$ cat src/rtl/multi_switch_debounce_ctrl.sv
// multi_switch_debounce_ctrl: debounce scheduler for a bank of raw switches.
// One shared tick timer paces N small per-channel debounce FSMs; confirmed
// level changes are posted as events and drained round-robin onto a single
// valid/ready event port.
module multi_switch_debounce_ctrl #(
  parameter int unsigned N_SW         = 4,
  parameter int unsigned TICK_BITS    = 19,
  parameter int unsigned STABLE_TICKS = 3
) (
  input  logic                    clk,
  input  logic                    reset,
  input  logic [N_SW-1:0]         sw,
  output logic [N_SW-1:0]         db,
  output logic                    tick,
  output logic                    evt_valid,
  input  logic                    evt_ready,
  output logic [$clog2(N_SW)-1:0] evt_id,
  output logic                    evt_level,
  output logic                    evt_overrun
);

  localparam int unsigned ID_W    = $clog2(N_SW);
  localparam logic [2:0]  CNT_MAX = 3'(STABLE_TICKS - 1);

  typedef enum logic {
    ST_STABLE = 1'b0,
    ST_WAIT   = 1'b1
  } ch_state_e;

  // ---------------------------------------------------------------------------
  // Input synchronisers and shared tick timer
  // ---------------------------------------------------------------------------
  logic [N_SW-1:0]      sync1_q;
  logic [N_SW-1:0]      s_q;
  logic [TICK_BITS-1:0] tick_cnt_q;

  // Two-flop synchroniser per switch bit.
  always_ff @(posedge clk or negedge reset) begin
    if (!reset) begin
      sync1_q <= '0;
      s_q     <= '0;
    end else begin
      sync1_q <= sw;
      s_q     <= sync1_q;
    end
  end

  // Free-running tick counter; wraps silently.
  always_ff @(posedge clk or negedge reset) begin
    if (!reset) begin
      tick_cnt_q <= '0;
    end else begin
      tick_cnt_q <= tick_cnt_q + 1'b1;
    end
  end

  // Tick is the all-ones count of the shared timer.
  always_comb begin
    tick = &tick_cnt_q;
  end

  // ---------------------------------------------------------------------------
  // Per-channel debounce FSMs
  // ---------------------------------------------------------------------------
  ch_state_e       state_q [N_SW];
  ch_state_e       state_d [N_SW];
  logic [2:0]      cnt_q   [N_SW];
  logic [2:0]      cnt_d   [N_SW];
  logic [N_SW-1:0] db_q;
  logic [N_SW-1:0] db_d;
  logic [N_SW-1:0] post;

  // Channel state, tick count and debounced level registers.
  always_ff @(posedge clk or negedge reset) begin
    if (!reset) begin
      for (int unsigned i = 0; i < N_SW; i++) begin
        state_q[i] <= ST_STABLE;
        cnt_q[i]   <= '0;
      end
      db_q <= '0;
    end else begin
      for (int unsigned i = 0; i < N_SW; i++) begin
        state_q[i] <= state_d[i];
        cnt_q[i]   <= cnt_d[i];
      end
      db_q <= db_d;
    end
  end

  // Next state: enter WAIT on mismatch, leave on match or on the final tick.
  always_comb begin
    db_d = db_q ^ post;
    for (int unsigned i = 0; i < N_SW; i++) begin
      state_d[i] = state_q[i];
      cnt_d[i]   = cnt_q[i];
      case (state_q[i])
        ST_STABLE: begin
          cnt_d[i] = '0;
          if (s_q[i] != db_q[i]) begin
            state_d[i] = ST_WAIT;
          end
        end
        ST_WAIT: begin
          if (s_q[i] == db_q[i]) begin
            state_d[i] = ST_STABLE;
            cnt_d[i]   = '0;
          end else if (tick) begin
            if (cnt_q[i] == CNT_MAX) begin
              state_d[i] = ST_STABLE;
              cnt_d[i]   = '0;
            end else begin
              cnt_d[i] = cnt_q[i] + 3'd1;
            end
          end
        end
        default: begin
          state_d[i] = ST_STABLE;
          cnt_d[i]   = '0;
        end
      endcase
    end
  end

  // Outputs: a post fires on the tick that completes the mismatch window.
  always_comb begin
    post = '0;
    for (int unsigned i = 0; i < N_SW; i++) begin
      post[i] = (state_q[i] == ST_WAIT) && (s_q[i] != db_q[i]) &&
                tick && (cnt_q[i] == CNT_MAX);
    end
  end

  always_comb begin
    db = db_q;
  end

  // ---------------------------------------------------------------------------
  // Event pending bits and round-robin arbiter
  // ---------------------------------------------------------------------------
  logic [N_SW-1:0] pend_q;
  logic [N_SW-1:0] pend_d;
  logic [N_SW-1:0] lvl_q;
  logic [N_SW-1:0] lvl_d;
  logic [N_SW-1:0] ovr_q;
  logic [N_SW-1:0] ovr_d;
  logic [ID_W-1:0] last_q;
  logic [ID_W-1:0] gnt_id;
  logic            gnt_found;
  logic            load;
  logic [N_SW-1:0] gnt_vec;

  logic            valid_q;
  logic [ID_W-1:0] id_q;
  logic            level_q;
  logic            overrun_q;

  // Round-robin search starting one past the last granted channel.
  always_comb begin
    int unsigned idx;
    idx       = 0;
    gnt_found = 1'b0;
    gnt_id    = last_q;
    for (int unsigned k = 1; k <= N_SW; k++) begin
      idx = (int'(last_q) + k) % N_SW;
      if (!gnt_found && pend_q[idx]) begin
        gnt_found = 1'b1;
        gnt_id    = ID_W'(idx);
      end
    end
  end

  // Grant decode: the output register only loads when empty or being drained.
  always_comb begin
    load    = !valid_q || evt_ready;
    gnt_vec = '0;
    for (int unsigned i = 0; i < N_SW; i++) begin
      gnt_vec[i] = load && gnt_found && (gnt_id == ID_W'(i));
    end
  end

  // Pending-event update; a post beats a same-cycle grant, which already
  // captured the old level/overrun, so the fresh post starts with ovr=0.
  always_comb begin
    pend_d = pend_q;
    lvl_d  = lvl_q;
    ovr_d  = ovr_q;
    for (int unsigned i = 0; i < N_SW; i++) begin
      if (post[i]) begin
        pend_d[i] = 1'b1;
        lvl_d[i]  = db_d[i];
        ovr_d[i]  = pend_q[i] && !gnt_vec[i];
      end else if (gnt_vec[i]) begin
        pend_d[i] = 1'b0;
        ovr_d[i]  = 1'b0;
      end
    end
  end

  // Pending bits and arbitration pointer registers.
  always_ff @(posedge clk or negedge reset) begin
    if (!reset) begin
      pend_q <= '0;
      lvl_q  <= '0;
      ovr_q  <= '0;
      last_q <= ID_W'(N_SW - 1);
    end else begin
      pend_q <= pend_d;
      lvl_q  <= lvl_d;
      ovr_q  <= ovr_d;
      if (load && gnt_found) begin
        last_q <= gnt_id;
      end
    end
  end

  // Event output register; held while valid and not accepted.
  always_ff @(posedge clk or negedge reset) begin
    if (!reset) begin
      valid_q   <= 1'b0;
      id_q      <= '0;
      level_q   <= 1'b0;
      overrun_q <= 1'b0;
    end else if (load) begin
      valid_q <= gnt_found;
      if (gnt_found) begin
        id_q      <= gnt_id;
        level_q   <= lvl_q[gnt_id];
        overrun_q <= ovr_q[gnt_id];
      end
    end
  end

  // Drive event port from the output register.
  always_comb begin
    evt_valid   = valid_q;
    evt_id      = id_q;
    evt_level   = level_q;
    evt_overrun = overrun_q;
  end

endmodule
$ cat config.mk
export PLATFORM = sky130hd
export DESIGN_NAME = multi_switch_debounce_ctrl
export DESIGN_NICKNAME = d
export VERILOG_FILES = /design/src/rtl/multi_switch_debounce_ctrl.sv
export SDC_FILE = /design/constraint.sdc
export NUM_CORES = 1
export LEC_CHECK = 0
export CAP_MARGIN = 10
export CELL_PAD_IN_SITES_DETAIL_PLACEMENT = 0
export CELL_PAD_IN_SITES_GLOBAL_PLACEMENT = 1
export CORE_MARGIN = 2
export CORE_UTILIZATION = 40
export DETAILED_ROUTE_END_ITERATION = 10
export PLACE_DENSITY = 0.68
export SYNTH_ARGS = -nofsm -noshare
export SYNTH_HDL_FRONTEND = slang
export SYNTH_SLANG_ARGS = --single-unit
$ cat constraint.sdc
create_clock -name clk -period 2.21 [get_ports clk]
set_clock_uncertainty 0.1 [all_clocks]
set_input_delay 0.3315 -clock clk [delete_from_list [all_inputs] [get_ports clk]]
set_output_delay 0.3315 -clock clk [all_outputs]
set_load 0.03 [all_outputs]
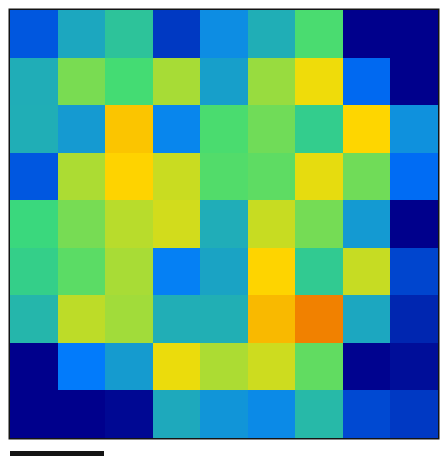
**Above:** run 1 (cell density map).
Scale bar: 20 um. 9 x 9 tiles, from dark blue (low) to red (high), 0 to 100% covered.
- mean over tiles: 42%
- tiles over 75% full: 7.4%
- fullest tile: 85%
- nearly empty tiles: 11%
Final Util: 0.4890
core area: 7292 um^2

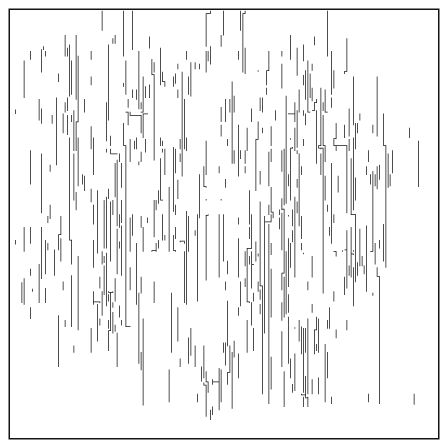
**Above:** run 1 (the metal 2 layer).
- main direction: vertical
- wire length on this layer: 2510 um
grt met2 use: 0.2102
DR vias: 2083
Routed WL: 5.843 mm

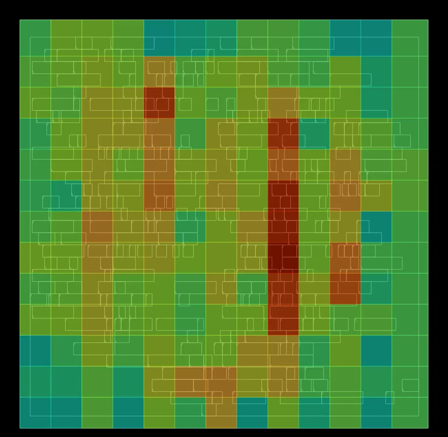
**Above:** run 1 (track usage over the die).
grt peak-use layer: met1
drt wl/cell: 14.39 um
met1 global-route usage: 0.2405
Total GRT Usage: 0.1560
GRT met3 Usage: 0.02922

==> impl_metrics.toml, run 1 <==
# implementation run metrics
[worst_setup_path]
cp.required_ps = 1780
cp-end-kind = "output pin"
cp_slowest_cell = "dfrtp_1"
cp.buffers_inverters = 2
timing_worst_setup_path_type = "flip-flop to output pin"

[placed_design]
numPortBuffers = 16
dp_hpwl_mm = 3.936

[pwr]
switchingPower_uw = 901.0
comb_power_share = 0.219
power_density_nw_per_um2 = 875.0
max-vdd-ir-drop_mv = 0.5515

[finish]
diodes = 0
lay_top_cells = "dfrtp_1, nand2_1, xnor2_1"
nFillCells = 727

[die]
dieArea_um2 = 8259
die-width_um = 90.88
row_count = 31

[clocking]
cts_root_buf = "clkbuf_8"
cts_tree = "yes"
clk_latency_ps = 330
cts-htree-levels = 3
cts_buffers = 9

[sta]
rsz0062_at_grt = "no"
max_freq_mhz = 467.9
period_used_share = 0.9671
tns_ps = 0
finalMaxSlewViolations = 0

[job]
tool_warnings = 26
cap_violations = 0

[global_route]
grt_pass1_vias = 2007

[run_status]
outcome = "completed"

[logic_synthesis]
yosys_cells = 267
synthCells = 267
yosysWarnings = 0
syn-num-nets = 275
avgSynthCellArea_um2 = 11.31

[route]
first_pass_iters = 4
## run 1: sequential cells by signal, summed over array words and instances, names as in the netlist, 4 cells and up
signal and flops:
pend_q 4, cnt_q 12, s_q 4, sync1_q 4, db 4, state_q 4
tick_cnt_q 19, lvl_q 4, ovr_q 4
## run 1: power groups by stage
stage	Combinational, uW	Clock [uW]	Sequential [uW]
6_report	683	1010	1430
5_1_grt	771	1100	1440
2_1_floorplan	407	0	1460
4_1_cts	691	1050	1430
3_5_place_dp	690	0	1450
3_3_place_gp	689	0	1450
## run 1: cell type report
cell class              count  area share
flip-flops and latches     66      0.4642
repair buffers             31     0.07860
inverters                  11     0.01298
well taps                  99     0.03474
clock buffers              14     0.04561
multi-input cells         183      0.3540
clock inverters             2    0.009825
## run 1: cells in the mapped netlist, drive strengths merged
master / count / area (um^2)
a21boi: 1 / 7.510
a21o: 4 / 30.03
a21oi: 18 / 105.1
a2bb2oi: 2 / 30.03
a311oi: 4 / 60.06
a31oi: 4 / 25.02
and2: 4 / 25.02
and3: 4 / 35.03
and4: 4 / 37.54
buf: 5 / 52.55
clkbuf: 2 / 7.510
clkinv: 1 / 5.000
dfrtp: 64 / 1602
dfstp: 2 / 52.55
ha: 1 / 12.51
inv: 10 / 37.54
mux2: 4 / 45.04
mux2i: 5 / 50.05
nand2: 27 / 101.4
nand2b: 7 / 43.79
nand3: 13 / 77.58
nand3b: 2 / 15.01
nand4: 12 / 81.33
nor2: 9 / 33.78
nor3: 2 / 10.01
nor3b: 1 / 7.510
nor4: 7 / 50.05
nor4bb: 4 / 40.04
o21a: 4 / 30.03
o21ai: 11 / 55.05
o221ai: 2 / 17.52
o2bb2ai: 1 / 8.760
xnor2: 20 / 175.2
xor2: 6 / 52.55
## run 1: worst paths after layout
path | start | end | slack [ps] | cells past startpoint
max in group asynchronous | reset | last_q[1] | 900 | 3
max | tick_cnt_q[8] | tick | 70 | 5
min | sync1_q[2] | s_q[2] | 250 | 0
min in group asynchronous | reset | tick_cnt_q[10] | 420 | 2
min reg2reg | sync1_q[2] | s_q[2] | 250 | 0
max reg2reg | last_q[1] | evt_level | 270 | 6
## run 1: routing by layer
metal  vias to the layer above  track usage  part of all wire
met2                        22       0.2102              0.43
met3                         7      0.02922             0.025
met1                      1029       0.2405              0.53
met4                         0      0.07197             0.014
li1                       1025            -                 -
met5                         -            0                 0
## run 1: per-stage QoR
step / cell area (um^2) / util / std cells / setup slack (ps)
2_1_floorplan: 3019 / - / 267 / 192.7
3_3_place_gp: 3353 / 0.4598 / 389 / 295.2
3_5_place_dp: 3353 / 0.4598 / 389 / 275.1
4_1_cts: 3565 / 0.4888 / 406 / 18.35
5_1_grt: 3566 / 0.4890 / 406 / 3.281
6_report: 3566 / 0.4890 / 406 / 72.73
## run 1: kinds of logic (layout without fill, tap and decap cells)
kind of cell | after synthesis | in the layout | share of synthesized area
compound gates | 51 | 51 | 0.1223
xor+xnor | 26 | 26 | 0.07543
buf+inv | 18 | 58 | 0.03398
simple gates | 96 | 96 | 0.1848
fa+ha+maj | 1 | 1 | 0.004144
flops | 66 | 66 | 0.5479
mux | 9 | 9 | 0.03150
**Run 1: M1 wires**

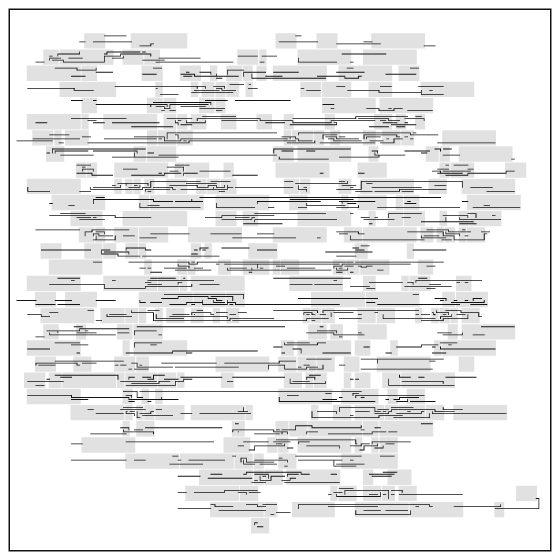

==> run 2: changes to the inputs <==
--- a/config.mk
+++ b/config.mk
@@ -11,7 +11,8 @@
 export CORE_MARGIN = 2
 export CORE_UTILIZATION = 40
 export DETAILED_ROUTE_END_ITERATION = 10
-export PLACE_DENSITY = 0.68
+export DONT_BUFFER_PORTS = 1
+export PLACE_DENSITY = 0.64
 export SYNTH_ARGS = -nofsm -noshare
 export SYNTH_HDL_FRONTEND = slang
 export SYNTH_SLANG_ARGS = --single-unit
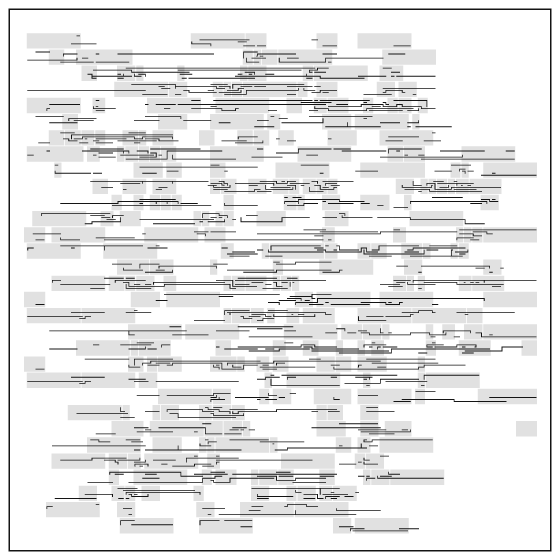
**Above:** run 2 (M1 wires).
- wire length on this layer: 3140 um
- main direction: horizontal
- nets with wire on the layer: 285
- longest straight run: 36.8 um
Routed WL: 5.859 mm
DR vias: 2081

==> run 2 against run 1 <==
Against the previous run: clock power barely moved; wire length is 0.27% higher; largest cell class unchanged; sequential share of layout area up 0.64 points; final cell count down 1.2%; critical endpoint unchanged; largest power group unchanged; die area unchanged; flip-flop count unchanged; combinational power fell by 3.8%; non-clock buffer count down 5; first-iteration DRC count down 15%; setup slack better by 21 ps.
==> impl_metrics.toml, run 2 <==
# implementation run metrics
[finish]
lay_top_cells = "dfrtp_1, nand2_1, xnor2_1, buf_4, a21oi_1"
largest_reg_flops = 19
final_cells = 401
reg_top3 = "tick_cnt_q: 19 flops, cnt_q: 12 flops"
top_register = "tick_cnt_q"
diodes = 0

[die]
initial_utilization = 0.4140
row_count = 31
dieArea_um2 = 8259
num_io_pins = 17
die_h_um = 90.88
coreArea_um2 = 7292
die-width_um = 90.88

[worst_setup_path]
worstRegToRegCells = 6
cp.buffers_inverters = 2
timing_worst_setup_path_type = "flip-flop to output pin"
cp-end-kind = "output pin"
r2r_start = "last_q[1]"
cp.required_ps = 1780
crit_family = "simple AND/OR/NAND/NOR gates"
cp_slowest_cell = "dfrtp_1"
r2r_end = "evt_overrun"
reg2reg_slack_ps = 200

[logic_synthesis]
async_flop_share = 1.000
synth_area_leader_cell = "dfrtp_1"
avgSynthCellArea_um2 = 11.31
area_leaders = "dfrtp_1, xnor2_1, nand2_1"
edf_count = 0
most_common_cell = "dfrtp_1"
yosysWarnings = 0
dominantRegCellSynth = "dfrtp_1"
syn-num-nets = 275
yosys-top-cells-count = "dfrtp_1, nand2_1, xnor2_1"
yosys_cells = 267
yosysTopAreaCellShare = 0.5305
synthCells = 267

[route]
wl_per_cell_um = 14.61
first_pass_iters = 4

[min_path]
hold_path_depth = 0
min_from = "sync1_q[3]"
hold_end = "s_q[3]"

[sta]
setup_ws_ps = 93.46
max_freq_mhz = 472.5
period_used_share = 0.9577
finalMaxSlewViolations = 0
rsz0062_at_grt = "no"
worst_slew_pin_slew_ps = 696.5

[clocking]
clk_latency_ps = 340
cts_buffers = 9
cts-htree-levels = 3
cts_root_buf = "clkbuf_8"

[pwr]
comb_power_share = 0.213
power_density_nw_per_um2 = 879.6
switchingPower_uw = 932.3
max-vdd-ir-drop_mv = 0.5862

[run_status]
outcome = "completed"

[global_route]
grt_pass1_vias = 1982
grt_pass1_wl_mm = 10.14
grt_usage = 0.1579

[placed_design]
dp_hpwl_mm = 3.910
dp_slack_ps = 13.42
numPortBuffers = 0
dp.cells = 376
gp_congestion = 0.7006

[job]
tool_warnings = 26
cap_violations = 0
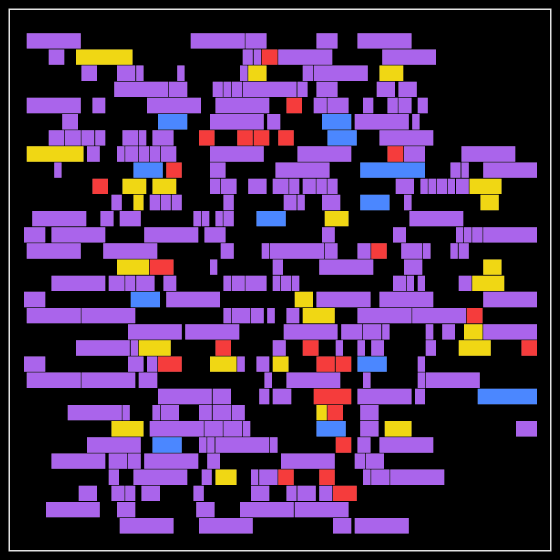
**Above:** run 2 (cells by drive strength).
- x3 and x4: red (cells 24; share 7.9%; most used buf_4)
- x6 and larger: blue (cells 12; share 4.0%; most used clkbuf_8)
- x1 and smaller: purple (cells 242; share 80%; most used dfrtp_1)
- x2: yellow (cells 24; share 7.9%; most used a21oi_2)
Area Overhead vs Synth: 16.41%
Finished Cell Area: 3515 um^2

run 2: layout make-up:
cell class	instances	area, um^2
multi-input combinational	183	1271
fill	712	3777
sequential	66	1654
timing repair buffer	26	230.2
inverter	11	46.29
tap	99	123.9
clock buffer	13	148.9
clock inverter	3	40.04
run 2: logic make-up (layout without fill, tap and decap cells):
kind of cell,after synthesis,after routing,share of synthesized area
compound gates,51,51,0.1223
buf+inv,18,53,0.03398
flops,66,66,0.5479
xor+xnor,26,26,0.07543
mux,9,9,0.03150
fa+ha+maj,1,1,0.004144
simple gates,96,96,0.1848
run 2: worst max path at each step:
| stage | from | cells past startpoint | end |
|---|---|---|---|
| after floorplan | last_q[1] | 7 | evt_level |
| after global placement | pend_q[1] | 5 | pend_q[1] |
| after detailed placement | pend_q[1] | 5 | pend_q[1] |
| after CTS | pend_q[1] | 5 | pend_q[1] |
| after global routing | tick_cnt_q[3] | 5 | tick |
| final | tick_cnt_q[14] | 5 | tick |
run 2: what timing repair did:
item | CTS | global route
hold buffers | 7 | 0
gates resized | 1 | 4
endpoints found under the setup margin | 1 | 7
endpoints found under the hold margin | 71 | 0
setup buffers | 0 | 2
run 2: routing by layer:
metal,global-route usage,vias up,share of wire
li1,-,1018,-
met1,0.2342,1035,0.54
met2,0.2152,22,0.42
met3,0.05008,6,0.031
met4,0.05682,0,0.0090
met5,0,-,0
run 2: through the flow:
stage               cell area [um^2]    util
floorplan                       3019       -
global placement                3211  0.4403
detailed placement              3211  0.4403
CTS                             3491  0.4787
global route                    3515  0.4820
finish                          3515  0.4820
run 2: power groups by stage:
| stage | Clock [uW] | Combinational [uW] | Sequential (uW) |
|---|---|---|---|
| 2_1_floorplan | 0 | 407 | 1460 |
| 3_3_place_gp | 0 | 610 | 1460 |
| 3_5_place_dp | 0 | 613 | 1460 |
| 4_1_cts | 1030 | 654 | 1440 |
| 5_1_grt | 1090 | 743 | 1460 |
| 6_report | 994 | 657 | 1440 |
Power is estimated from default activity; no workload was simulated.
